[config.mk]
export PLATFORM = sky130hd
export DESIGN_NAME = bus_source_arbiter
export DESIGN_NICKNAME = d
export VERILOG_FILES = /design/src/rtl/bus_source_arbiter_pkg.sv /design/src/rtl/bus_source_arbiter_rr_priority_encoder.sv /design/src/rtl/bus_source_arbiter.sv
export SDC_FILE = /design/constraint.sdc
export NUM_CORES = 1
export LEC_CHECK = 0
export CORE_MARGIN = 8
export CORE_UTILIZATION = 61
export CTS_CLUSTER_DIAMETER = 150
export DETAILED_ROUTE_END_ITERATION = 16
export PLACE_DENSITY = 0.89
export SYNTH_ARGS = -nofsm -noshare
export SYNTH_HDL_FRONTEND = slang
export SYNTH_SLANG_ARGS = --single-unit
[constraint.sdc]
create_clock -name clk -period 12.8 [get_ports clk]
set_input_delay 1.92 -clock clk [delete_from_list [all_inputs] [get_ports clk]]
set_output_delay 1.92 -clock clk [all_outputs]
set_load 0.01 [all_outputs]
[src/rtl/bus_source_arbiter_pkg.sv]
// Shared definitions for the bus source arbiter and its round-robin encoder.
// Latency: n/a (constants, types and a helper function only).
// Backpressure: n/a.
package bus_source_arbiter_pkg;

    // The bus mux is fixed at 32 inputs, so the select code is 5 bits.
    localparam int N_SRC = 32;
    localparam int SEL_W = 5;

    typedef enum logic {
        IDLE = 1'b0,
        OWN  = 1'b1
    } state_t;

    // Source indices used by the control unit when it assembles req.
    // General registers R0..R15 occupy indices 0..15; 24..31 are spare.
    localparam int SRC_R0     = 0;
    localparam int SRC_R15    = 15;
    localparam int SRC_HI     = 16;
    localparam int SRC_LO     = 17;
    localparam int SRC_ZHI    = 18;
    localparam int SRC_ZLO    = 19;
    localparam int SRC_PC     = 20;
    localparam int SRC_MDR    = 21;
    localparam int SRC_INPORT = 22;
    localparam int SRC_CSIGN  = 23;

    function automatic logic [N_SRC-1:0] idx_to_onehot(input logic [SEL_W-1:0] idx);
        return N_SRC'(1) << idx;
    endfunction

endpackage

[src/rtl/bus_source_arbiter_rr_priority_encoder.sv]
// Round-robin priority encoder: first set bit of req at or after start, wrapping mod 32.
// Latency: purely combinational.
// Backpressure: none; found=0 when req is all zero (idx is then start).
// Ports: req - request vector; start - first index to consider;
//        idx - winning index; found - at least one request present.
module rr_priority_encoder
    import bus_source_arbiter_pkg::*;
(
    input  logic [N_SRC-1:0] req,
    input  logic [SEL_W-1:0] start,
    output logic [SEL_W-1:0] idx,
    output logic             found
);

    logic [N_SRC-1:0] rotated;
    logic [SEL_W-1:0] offset;

    always_comb begin
        // Rotate right by start so that index start lands on bit 0.
        rotated = N_SRC'({req, req} >> start);
        // Fixed priority: lowest set bit wins; scan high-to-low so the last hit is the lowest.
        offset  = '0;
        for (int i = N_SRC - 1; i >= 0; i--) begin
            if (rotated[i]) begin
                offset = SEL_W'(i);
            end
        end
        found = |rotated;
        // Add-back wraps naturally in SEL_W bits.
        idx   = start + offset;
    end

endmodule

[src/rtl/bus_source_arbiter.sv]
// Round-robin bus source arbiter with a hold limit, driving the 32:1 datapath bus mux select.
// Latency: a request present before an edge is granted at that edge; outputs fully registered.
// Backpressure: owner keeps the bus until it drops req or, while others wait, for MAX_HOLD cycles.
// Ports: clk - clock; clr - async active-high reset; req - per-source drive requests;
//        sel - mux select code; grant - one-hot grant; bus_valid - bus owned this cycle;
//        hold_cnt - cycles the current owner has held the bus (saturating).
module bus_source_arbiter
    import bus_source_arbiter_pkg::*;
#(
    parameter int MAX_HOLD = 8,
    parameter int CNT_W    = 4
) (
    input  logic             clk,
    input  logic             clr,
    input  logic [N_SRC-1:0] req,
    output logic [SEL_W-1:0] sel,
    output logic [N_SRC-1:0] grant,
    output logic             bus_valid,
    output logic [CNT_W-1:0] hold_cnt
);

    localparam logic [CNT_W-1:0] HOLD_LAST = CNT_W'(MAX_HOLD - 1);
    localparam logic [CNT_W-1:0] HOLD_SAT  = '1;

    state_t           state;
    logic [SEL_W-1:0] ptr;
    logic [SEL_W-1:0] start;
    logic [SEL_W-1:0] win_idx;
    logic             win_found;
    logic             owner_req;
    logic             others_req;
    logic             preempt;

    assign owner_req  = req[sel];
    // grant holds exactly the owner while in OWN, so this is "anyone else asking".
    assign others_req = |(req & ~grant);
    assign preempt    = (state == OWN) && owner_req && (MAX_HOLD != 0) &&
                        (hold_cnt == HOLD_LAST) && others_req;

    // On preemption search starts just past the owner so the owner is considered last.
    assign start = preempt ? (sel + SEL_W'(1)) : ptr;

    rr_priority_encoder u_rr_enc (
        .req   (req),
        .start (start),
        .idx   (win_idx),
        .found (win_found)
    );

    always_ff @(posedge clk or posedge clr) begin
        if (clr) begin
            state     <= IDLE;
            sel       <= '0;
            grant     <= '0;
            bus_valid <= 1'b0;
            hold_cnt  <= '0;
            ptr       <= '0;
        end else begin
            case (state)
                IDLE: begin
                    // sel is left alone when nothing is granted so the mux input stays steady.
                    if (win_found) begin
                        state     <= OWN;
                        sel       <= win_idx;
                        grant     <= idx_to_onehot(win_idx);
                        bus_valid <= 1'b1;
                        hold_cnt  <= '0;
                        ptr       <= win_idx + SEL_W'(1);
                    end
                end
                OWN: begin
                    if (!owner_req || preempt) begin
                        // Owner not requesting means win_found reflects only other sources.
                        if (win_found) begin
                            sel       <= win_idx;
                            grant     <= idx_to_onehot(win_idx);
                            bus_valid <= 1'b1;
                            hold_cnt  <= '0;
                            ptr       <= win_idx + SEL_W'(1);
                        end else begin
                            state     <= IDLE;
                            grant     <= '0;
                            bus_valid <= 1'b0;
                            hold_cnt  <= '0;
                        end
                    end else if (hold_cnt != HOLD_SAT) begin
                        hold_cnt <= hold_cnt + CNT_W'(1);
                    end
                end
                default: begin
                    state     <= IDLE;
                    grant     <= '0;
                    bus_valid <= 1'b0;
                    hold_cnt  <= '0;
                end
            endcase
        end
    end

endmodule

==> run_summary.xml <==
<?xml version="1.0" encoding="UTF-8"?>
<metrics>
  <group name="final_timing">
    <metric name="final.period_utilization" unit="%">74.3</metric>
    <metric name="max_slew_margin" unit="%">23.6</metric>
    <metric name="grt_setup_unrepaired" unit="">no</metric>
    <metric name="max_clock_freq" unit="MHz">105</metric>
    <metric name="setup_viols_final" unit="">0</metric>
    <metric name="finalCriticalPeriod" unit="ps">9510</metric>
    <metric name="total_neg_setup_slack" unit="ps">0</metric>
    <metric name="final.hold.worst_slack" unit="ps">536</metric>
    <metric name="clock_skew" unit="ps">9.80</metric>
    <metric name="pins_over_their_slew_limit" unit="">0</metric>
  </group>
  <group name="placed_design">
    <metric name="gp_weighted_congestion" unit="">1.04</metric>
    <metric name="placed_cell_area" unit="sq um">8280</metric>
    <metric name="place.detailed.hpwl" unit="mm">23.7</metric>
    <metric name="pre_cts_ws" unit="ps">3180</metric>
    <metric name="io_buffer_count" unit="">75</metric>
    <metric name="place_inst" unit="">1190</metric>
  </group>
  <group name="detailed_routing">
    <metric name="ant_nets" unit="">0</metric>
    <metric name="drt-initial-drc-count" unit="">1647</metric>
    <metric name="drc" unit="">0</metric>
  </group>
  <group name="worst_setup_path">
    <metric name="worst-path-max-fanout" unit="">57</metric>
    <metric name="start_kind" unit="">input pin</metric>
    <metric name="arrival" unit="ps">9670</metric>
    <metric name="slowest_stage" unit="">sky130_fd_sc_hd__clkdlybuf4s50_1</metric>
    <metric name="crit_buf_inv" unit="">5</metric>
    <metric name="path_class" unit="">input pin to flop</metric>
    <metric name="end_kind" unit="">flop</metric>
  </group>
  <group name="clocking">
    <metric name="numClockSinks" unit="">48</metric>
    <metric name="tritoncts" unit="">yes</metric>
    <metric name="insertion_delay" unit="ps">300</metric>
    <metric name="clkTransAtPathRegs" unit="ps">70</metric>
    <metric name="cts.path.max_buffers" unit="">2</metric>
    <metric name="hold_buffers" unit="">0</metric>
    <metric name="htree_num_levels" unit="">2</metric>
  </group>
  <group name="layout">
    <metric name="lay_top_count" unit="">sky130_fd_sc_hd__nand2_1</metric>
    <metric name="fillCellCount" unit="">1095</metric>
    <metric name="final_core_utilization" unit="%">67.9</metric>
    <metric name="final_cell_mix" unit="">sky130_fd_sc_hd__nand2_1 (124), sky130_fd_sc_hd__mux2i_1 (96), sky130_fd_sc_hd__clkdlybuf4s50_1 (75)</metric>
    <metric name="final-instance-count-excl-fill" unit="">1198</metric>
    <metric name="fin_nets" unit="">1069</metric>
    <metric name="antenna_cells" unit="">0</metric>
  </group>
  <group name="logic_synthesis">
    <metric name="postSynth.topFlopCell" unit="">sky130_fd_sc_hd__dfrtp_1</metric>
    <metric name="seq_area_frac_synth" unit="%">15.7</metric>
    <metric name="area_contributors_post_synth" unit="">sky130_fd_sc_hd__dfrtp_1 (16%), sky130_fd_sc_hd__mux2i_1 (13%), sky130_fd_sc_hd__nand2_1 (6.1%)</metric>
    <metric name="netlist_area" unit="sq um">7640</metric>
    <metric name="ys_warns" unit="">0</metric>
    <metric name="floorplan.nets" unit="">1054</metric>
    <metric name="syn-instance-count" unit="">1010</metric>
    <metric name="netlist.area_leader.share" unit="%">15.7</metric>
    <metric name="synthMostInstantiatedCell" unit="">sky130_fd_sc_hd__nand2_1</metric>
    <metric name="synth-cells-yosys" unit="">1010</metric>
    <metric name="post_synthesis_async_set_or_reset_flop_share" unit="%">100</metric>
    <metric name="ys_area" unit="sq um">7640</metric>
  </group>
  <group name="floorplanning">
    <metric name="std_cell_rows" unit="">41</metric>
    <metric name="fp.dieArea" unit="sq um">16400</metric>
  </group>
  <group name="run">
    <metric name="openroad_warning_count" unit="">27</metric>
  </group>
  <group name="hold_path">
    <metric name="worst_hold_path_type" unit="">flop to flop</metric>
  </group>
  <group name="outcome">
    <metric name="outcome" unit="">complete, no violations</metric>
  </group>
  <group name="grt">
    <metric name="grt_pass1_vias" unit="">8102</metric>
    <metric name="antenna_violations_before_repair" unit="">0</metric>
    <metric name="overflow" unit="">0</metric>
  </group>
</metrics>
[kinds of logic (layout without fill, tap and decap cells)]
group,Yosys count,in the layout,share of synthesized area (%)
simple gates,315,315,19.9
flops,48,48,15.7
mux,136,136,19.8
buf+inv,145,161,8.99
fa+ha+maj,10,10,1.74
compound gates,345,345,32.6
xor+xnor,11,11,1.26
[metal layers]
metal | GRT usage [%] | share of wire, %
met1 | 47.8 | 37
met2 | 57.7 | 44
met3 | 9.23 | 13
met4 | 21.4 | 6.2
met5 | 0 | 0
[cell type report]
| cell class | instances | area [sq um] | area share, % |
|---|---|---|---|
| multi-input combinational | 817 | 5770 | 68.4 |
| sequential | 48 | 1200 | 14.2 |
| timing repair buffer | 89 | 856 | 10.1 |
| inverter | 64 | 241 | 2.86 |
| tap | 172 | 215 | 2.55 |
| clock buffer | 6 | 139 | 1.65 |
| clock inverter | 2 | 13.8 | 0.163 |
[flip-flops by register name, indices dropped and copies added (netlist names)]
register and flops:
sel 5, bus_valid 1, state 1, grant 32, ptr 5, hold_cnt 4
[path summary, 6_finish.rpt]
kind,from,to,slack [ps],depth (start not counted)
worst max-delay path,req[3],ptr[4],3290,27
worst min-delay path,bus_valid,bus_valid,540,2
worst max register to register,sel[1],ptr[4],4780,26
worst min register to register,bus_valid,bus_valid,540,2
max in group asynchronous,clr,hold_cnt[0],10020,2
min in group asynchronous,clr,grant[2],2170,2
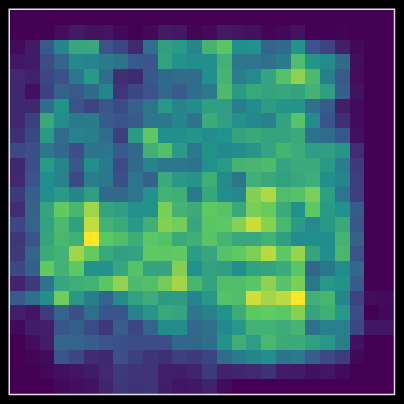
(images/wire_density.png)
Scale: 3 px per um. 26 x 26 tiles, from dark purple (low) to yellow (high), scaled to the fullest tile. Values are wire area over tile area, all layers added.
tiles over half the peak = 36%
nearly empty tiles = 15%
mean over tiles = 0.34
fullest tile = 0.94
densest ninth of the die = centre
drt total wl: 31.5 mm
global router's overall resource usage: 37.8%
overall via count from detail_route: 8858
Avg WL per Cell: 26.3 um

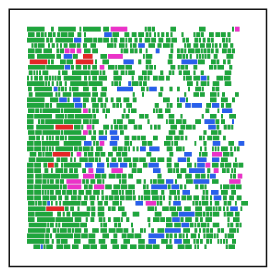
(images/drive_strength.png)
Scale: 2 px per um.
drive 6 and up -> red  # cells 7, most used clkbuf_16
drive 3 to 4 -> magenta  # cells 24, most used buf_4
drive 1 or less -> green  # cells 929, most used nand2_1
drive 2 -> blue  # cells 66, most used mux2_2
min setup slack post-route: 3290 ps
layout buffer count excluding clock buffers: 89
Finished Cell Area: 8430 sq um
area added between synthesis and finish: 10.4%

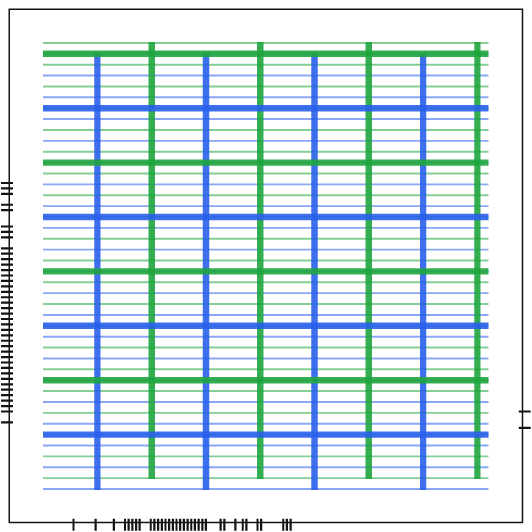
(images/pdn.png)
Scale: 4 px per um. Pins as bars on the die edge.
VDD -> green
VSS -> blue
rows = 41
met4 straps = 8
met1 rails = 42
met5 straps = 8
signal pins = 76
vertical die dimension: 128 um
die extent in x: 128 um
total core area: 12400 sq um

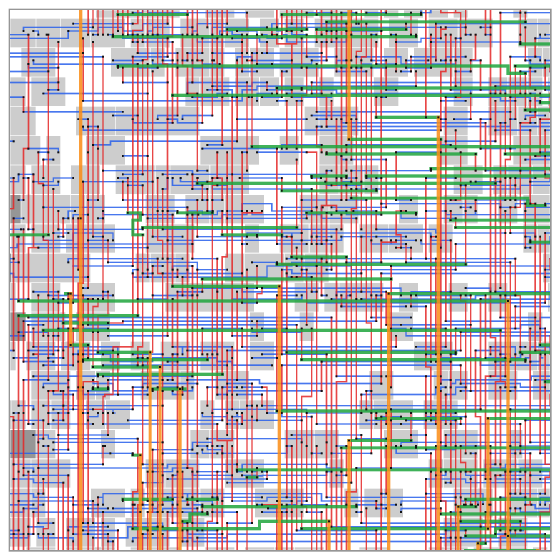
(images/zoom.png)
Window x 39 to 89, y 65 to 115 um. Cells in grey, sequential cells in the stronger grey; small squares are vias.
met4 -> orange
met3 -> green
met1 -> blue
met2 -> red
cells with their middle in the window = 195
sequential cells in the window = 0
most frequent = nand2_1 (23), nor2_1 (18), nand3_1 (15)

